`config.mk`:
```
export PLATFORM = sky130hd
export DESIGN_NAME = seg_scan_ctrl
export DESIGN_NICKNAME = d
export VERILOG_FILES = /design/src/rtl/seg_scan_ctrl.sv
export SDC_FILE = /design/constraint.sdc
export NUM_CORES = 1
export LEC_CHECK = 0
export ABC_AREA = 1
export CORE_ASPECT_RATIO = 0.8
export CORE_MARGIN = 1.5
export CORE_UTILIZATION = 48
export CTS_CLUSTER_SIZE = 8
export DETAILED_ROUTE_END_ITERATION = 10
export GPL_TIMING_DRIVEN = 0
export MAX_ROUTING_LAYER = met4
export PLACE_DENSITY = 0.79
export SLEW_MARGIN = 20
export SYNTH_ARGS = -nofsm -noshare
export SYNTH_HDL_FRONTEND = slang
export SYNTH_SLANG_ARGS = --single-unit
```
`constraint.sdc`:
```
create_clock -name sys_clk -period 4.1 [get_ports sys_clk]
set_clock_uncertainty 0.05 [all_clocks]
set_input_delay 0.615 -clock sys_clk [delete_from_list [all_inputs] [get_ports sys_clk]]
set_output_delay 0.615 -clock sys_clk [all_outputs]
set_load 0.03 [all_outputs]
```
`src/rtl/seg_scan_ctrl.sv`:
```
// seg_scan_ctrl: multiplexed seven-segment scan controller.
// Scans NUM_DIG digits with a fixed dwell, decodes 4-bit hex nibbles,
// applies per-digit blink and decimal-point masks, and double-buffers the
// display data so a new value only takes effect at a frame boundary.
//
// Ports:
//   sys_clk     in   system clock
//   sys_rst     in   asynchronous active-high reset
//   data_in     in   4 bits per digit, digit 0 in the low nibble (rightmost)
//   blink_mask  in   per-digit blink enable
//   dp_mask     in   per-digit decimal point enable
//   data_vld    in   one-cycle load strobe for data_in/blink_mask/dp_mask
//   sel         out  digit enables, active-low, one-cold (registered)
//   seg         out  {dp,g,f,e,d,c,b,a}, active-low (registered)
//   frame_done  out  one-cycle pulse when digit 0 of a new frame is shown
//
// Build option: define SEG_LZB_EN for leading-zero blanking.

module seg_scan_ctrl #(
    parameter int unsigned NUM_DIG   = 6,
    parameter int unsigned CNT_SCAN  = 49_999,
    parameter int unsigned CNT_BLINK = 12_499_999
) (
    input  logic                   sys_clk,
    input  logic                   sys_rst,
    input  logic [4*NUM_DIG-1:0]   data_in,
    input  logic [NUM_DIG-1:0]     blink_mask,
    input  logic [NUM_DIG-1:0]     dp_mask,
    input  logic                   data_vld,
    output logic [NUM_DIG-1:0]     sel,
    output logic [7:0]             seg,
    output logic                   frame_done
);

    localparam int unsigned DATA_W  = 4 * NUM_DIG;
    localparam int unsigned SCAN_W  = (CNT_SCAN  > 0) ? $clog2(CNT_SCAN + 1)  : 1;
    localparam int unsigned BLINK_W = (CNT_BLINK > 0) ? $clog2(CNT_BLINK + 1) : 1;
    localparam int unsigned IDX_W   = (NUM_DIG   > 1) ? $clog2(NUM_DIG)       : 1;

    // Display payload shared by the pending and active buffers
    typedef struct packed {
        logic [DATA_W-1:0]  data;
        logic [NUM_DIG-1:0] blink;
        logic [NUM_DIG-1:0] dp;
    } disp_t;

    // Active-low {g,f,e,d,c,b,a} glyph for a hex nibble
    function automatic logic [6:0] hex_glyph(input logic [3:0] nib);
        logic [6:0] g;
        case (nib)
            4'h0:    g = 7'h40;
            4'h1:    g = 7'h79;
            4'h2:    g = 7'h24;
            4'h3:    g = 7'h30;
            4'h4:    g = 7'h19;
            4'h5:    g = 7'h12;
            4'h6:    g = 7'h02;
            4'h7:    g = 7'h78;
            4'h8:    g = 7'h00;
            4'h9:    g = 7'h10;
            4'hA:    g = 7'h08;
            4'hB:    g = 7'h03;
            4'hC:    g = 7'h46;
            4'hD:    g = 7'h21;
            4'hE:    g = 7'h06;
            default: g = 7'h0E;
        endcase
        return g;
    endfunction

    logic [SCAN_W-1:0]  scan_cnt_q,  scan_cnt_d;
    logic [IDX_W-1:0]   idx_q,       idx_d;
    logic [BLINK_W-1:0] blink_cnt_q, blink_cnt_d;
    logic               blink_ph_q,  blink_ph_d;
    disp_t              act_q,       act_d;
    disp_t              pend_q,      pend_d;
    logic               pend_flag_q, pend_flag_d;
    logic               wrap_q,      wrap_d;
    logic [NUM_DIG-1:0] sel_q,       sel_d;
    logic [7:0]         seg_q,       seg_d;
    logic               frame_done_q, frame_done_d;

    logic               scan_end;
    logic               last_dig;
    logic               frame_end;
    disp_t              load_c;
    logic [3:0]         cur_nib;
    logic               cur_blink;
    logic               cur_dp;

    // State register
    always_ff @(posedge sys_clk or posedge sys_rst) begin
        if (sys_rst) begin
            scan_cnt_q   <= '0;
            idx_q        <= '0;
            blink_cnt_q  <= '0;
            blink_ph_q   <= 1'b0;
            act_q        <= '0;
            pend_q       <= '0;
            pend_flag_q  <= 1'b0;
            wrap_q       <= 1'b0;
            sel_q        <= '1;
            seg_q        <= 8'hFF;
            frame_done_q <= 1'b0;
        end else begin
            scan_cnt_q   <= scan_cnt_d;
            idx_q        <= idx_d;
            blink_cnt_q  <= blink_cnt_d;
            blink_ph_q   <= blink_ph_d;
            act_q        <= act_d;
            pend_q       <= pend_d;
            pend_flag_q  <= pend_flag_d;
            wrap_q       <= wrap_d;
            sel_q        <= sel_d;
            seg_q        <= seg_d;
            frame_done_q <= frame_done_d;
        end
    end

    // Next-state and output decode
    always_comb begin
        scan_end     = (scan_cnt_q == SCAN_W'(CNT_SCAN));
        last_dig     = (idx_q == IDX_W'(NUM_DIG - 1));
        frame_end    = scan_end && last_dig;
        load_c       = {data_in, blink_mask, dp_mask};
        cur_nib      = 4'(act_q.data >> {idx_q, 2'b00});
        cur_blink    = 1'(act_q.blink >> idx_q);
        cur_dp       = 1'(act_q.dp >> idx_q);

        scan_cnt_d   = scan_cnt_q + SCAN_W'(1);
        idx_d        = idx_q;
        blink_cnt_d  = blink_cnt_q + BLINK_W'(1);
        blink_ph_d   = blink_ph_q;
        act_d        = act_q;
        pend_d       = pend_q;
        pend_flag_d  = pend_flag_q;
        wrap_d       = frame_end;
        frame_done_d = wrap_q;
        sel_d        = ~(NUM_DIG'(1) << idx_q);
        seg_d        = {~cur_dp, hex_glyph(cur_nib)};

        // Dwell counter and digit index
        if (scan_end) begin
            scan_cnt_d = '0;
            idx_d      = last_dig ? '0 : idx_q + IDX_W'(1);
        end

        // Free-running blink phase
        if (blink_cnt_q == BLINK_W'(CNT_BLINK)) begin
            blink_cnt_d = '0;
            blink_ph_d  = ~blink_ph_q;
        end

        // Last strobe of a frame wins; a strobe on the boundary bypasses pending
        if (data_vld) begin
            pend_d = load_c;
        end
        if (frame_end) begin
            pend_flag_d = 1'b0;
            if (data_vld) begin
                act_d = load_c;
            end else if (pend_flag_q) begin
                act_d = pend_q;
            end
        end else if (data_vld) begin
            pend_flag_d = 1'b1;
        end

`ifdef SEG_LZB_EN
        // Blank a zero digit with only zeros above it, unless its dp is lit
        if ((idx_q != '0) && !cur_dp && ((act_q.data >> {idx_q, 2'b00}) == '0)) begin
            seg_d = 8'hFF;
        end
`endif

        if (cur_blink && blink_ph_q) begin
            seg_d = 8'hFF;
        end
    end

    assign sel        = sel_q;
    assign seg        = seg_q;
    assign frame_done = frame_done_q;

endmodule

```
==> impl.org <==
#+TITLE: Physical design notes

** Clock network
- TritonCTS Sinks :: ~130
- In this run the post-CTS setup repair buffer count came out at 0.
- The number of clock buffers added by TritonCTS is 17.
- Looking at the clock tree report, the root buffer type is clkbuf_16.
- Counting along the longest clock path gives a buffer depth of 2.
- TritonCTS built the clock tree.

** GRT
- The first global-routing pass estimated ~24000 um of wire.

** Detailed routing
- Dividing the detail-routed wire length by the instance count gives 13.26 um.
- According to the report, the first pass of detailed routing completed in 5 iterations.

** Finish
- Synth-to-Final Area Change :: 22.01%
- Top logic cell by instance count in the layout :: nand2_1
- Diodes inserted :: 0

** Setup path
- RR Startpoint :: idx_q[1]
- Kind of critical path :: flop to output port
- Per STA, the worst path accumulates the most delay in the family buffers and inverters.
- Endpoint class of the critical path :: output port

** Min path
- Hold path startpoint :: frame_done_d

** Final timing
- Setup total negative slack :: 0 ns
- From the final report, the count of setup violators was given as 0.
- The transition time recorded at the tightest slew-check pin is roughly 0.52 ns.

** Power
- The leakage component of the power was reported as just over 4 nW.
- Largest voltage drop on the vdd net :: 0.3078 mV

** Logic synthesis
- Leading register cell type out of synthesis :: dfrtp_1
- After synthesis the cells add up to between 6000 and 7000 um2.
- Yosys printed 0 warnings.

** Run status
- Run status :: finished clean

** Die
- Number of cell rows :: 38

** Place
- For this run the detailed placement stage logged an HPWL of between 9000 and 10000 um.
flip-flops by register name, summed over array words and instances, names as in the netlist:
register / count
seg: 8
scan_cnt_q: 16
pend_flag_q: 1
pend_q: 36
blink_cnt_q: 24
frame_done: 1
blink_ph_q: 1
sel: 6
idx_q: 3
act_q: 36
frame_done_d: 1
layout make-up:
| class | instances | area (um2) | area share, % |
|---|---|---|---|
| clock inverters | 15 | 190.2 | 2.357 |
| plain buffers | 19 | 160.2 | 1.985 |
| repair buffers | 57 | 610.6 | 7.568 |
| multi-input cells | 523 | 2688 | 33.31 |
| inverters | 110 | 422.9 | 5.242 |
| well taps | 180 | 225.2 | 2.792 |
| flip-flops and latches | 133 | 3346 | 41.47 |
| clock buffers | 17 | 425.4 | 5.273 |
where the power goes:
group	total, mW	switching (mW)	internal [mW]
combinational	0.145	0.0853	0.0598
sequential	1.35	0.00868	1.34
clock	1.59	0.622	0.972
metrics by stage:
stage          util, %  cells  total power [mW]  area [um2]  setup WS (ns)
6_report         59.75   1054             3.092        8068          1.823
5_1_grt          59.75   1054             3.202        8068          1.777
4_1_cts          59.75   1054             3.116        8068          1.804
3_5_place_dp     55.19   1022             1.524        7452          1.626
3_3_place_gp     54.60   1018             1.511        7372         0.6299
2_1_floorplan        -    785             1.453        6616          1.795
routing by layer:
layer	part of all wire [%]	routed length, um	up-vias	GRT usage, %
met3	4.1	566	22	5.345
met1	48	6774	2449	29.51
met4	1.7	235	0	8.602
met2	46	6396	116	32.97
li1	-	-	2598	-
met5	0	0	-	-
cells by family after synthesis:
kind of cell	count (synthesis)	synth area share (%)
simple gates	431	29.29
fa+ha+maj	9	1.703
xor+xnor	18	2.384
flops	133	50.60
compound gates	65	7.266
buf+inv	129	8.761
cell usage after synthesis, types with 9 or more instances:
cell type	count
dfrtp_1	119
o21ai_2	36
nand2_2	26
nand2_1	256
ha_1	9
nand4_1	12
buf_6	11
nand3_1	34
xor2_1	16
nor3_1	20
dfstp_2	14
o21ai_0	11
inv_1	100
nor2_1	57
a21oi_1	9
worst max path at each step:
| stage | start | to | slack [ns] | depth (start not counted) |
|---|---|---|---|---|
| final | seg[2] | seg[2] | 1.82 | 1 |
| after global routing | seg[3] | seg[3] | 1.78 | 1 |
| after CTS | seg[2] | seg[2] | 1.80 | 1 |
| after detailed placement | data_vld | act_q[6] | 1.63 | 8 |
| after global placement | sys_rst | pend_q[8] | 0.63 | 2 |
| after floorplan | sys_rst | act_q[0] | 1.80 | 1 |
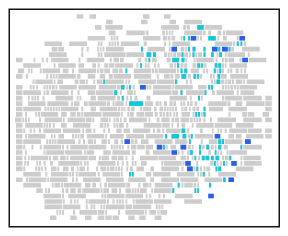
gates.png
(2 px per um)
- xor and xnor cells: blue (cells 18; most used xor2_1)
- nor cells: cyan (cells 90; most used nor2_1)

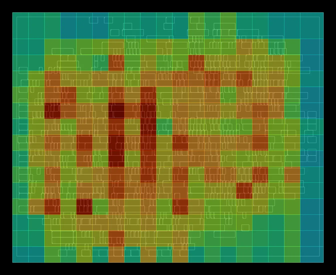
congestion_map.png
Global Route Usage Sum: 22.16%
most crowded layer after global routing: met2
global routing met2 resource utilization: 32.97%

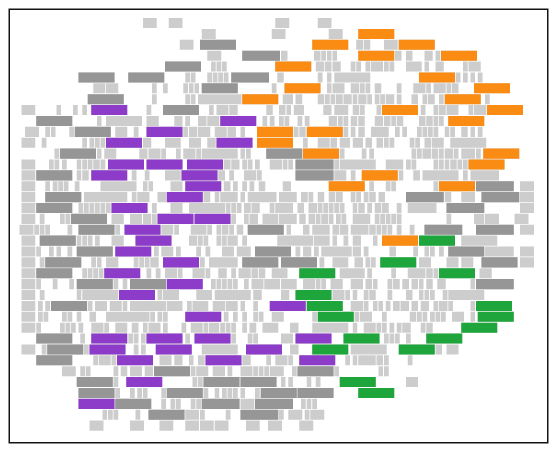
ff_map.png
(4 px per um)
- act_q: purple (flops 36)
- scan_cnt_q: green (flops 16)
- blink_cnt_q: orange (flops 24)
- not colored: 57

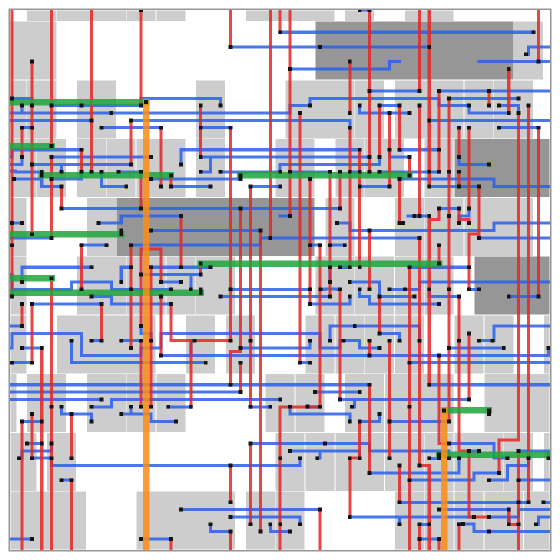
closeup.png
Window x 88 to 113, y 68 to 93 um. Cells in gray, sequential cells in the stronger gray; small squares are vias.
- M1: blue
- M3: green
- M2: red
- M4: orange
- most frequent: inv_1 (15), nand2_1 (15), nor2_1 (12)
- cells with their middle in the window: 70
- sequential cells in the window: 2
- netlist names of flops here include: blink_cnt_q (2)

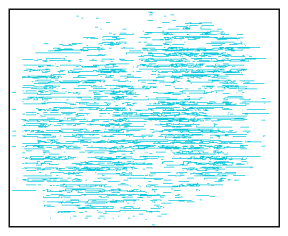
m1.png
(2 px per um)
- wire length on this layer: 6770 um
- share of all routed wire: 48%
GR Util met1: 29.51%
routed wire length: 13970 um

Power is estimated from default activity; no workload was simulated.
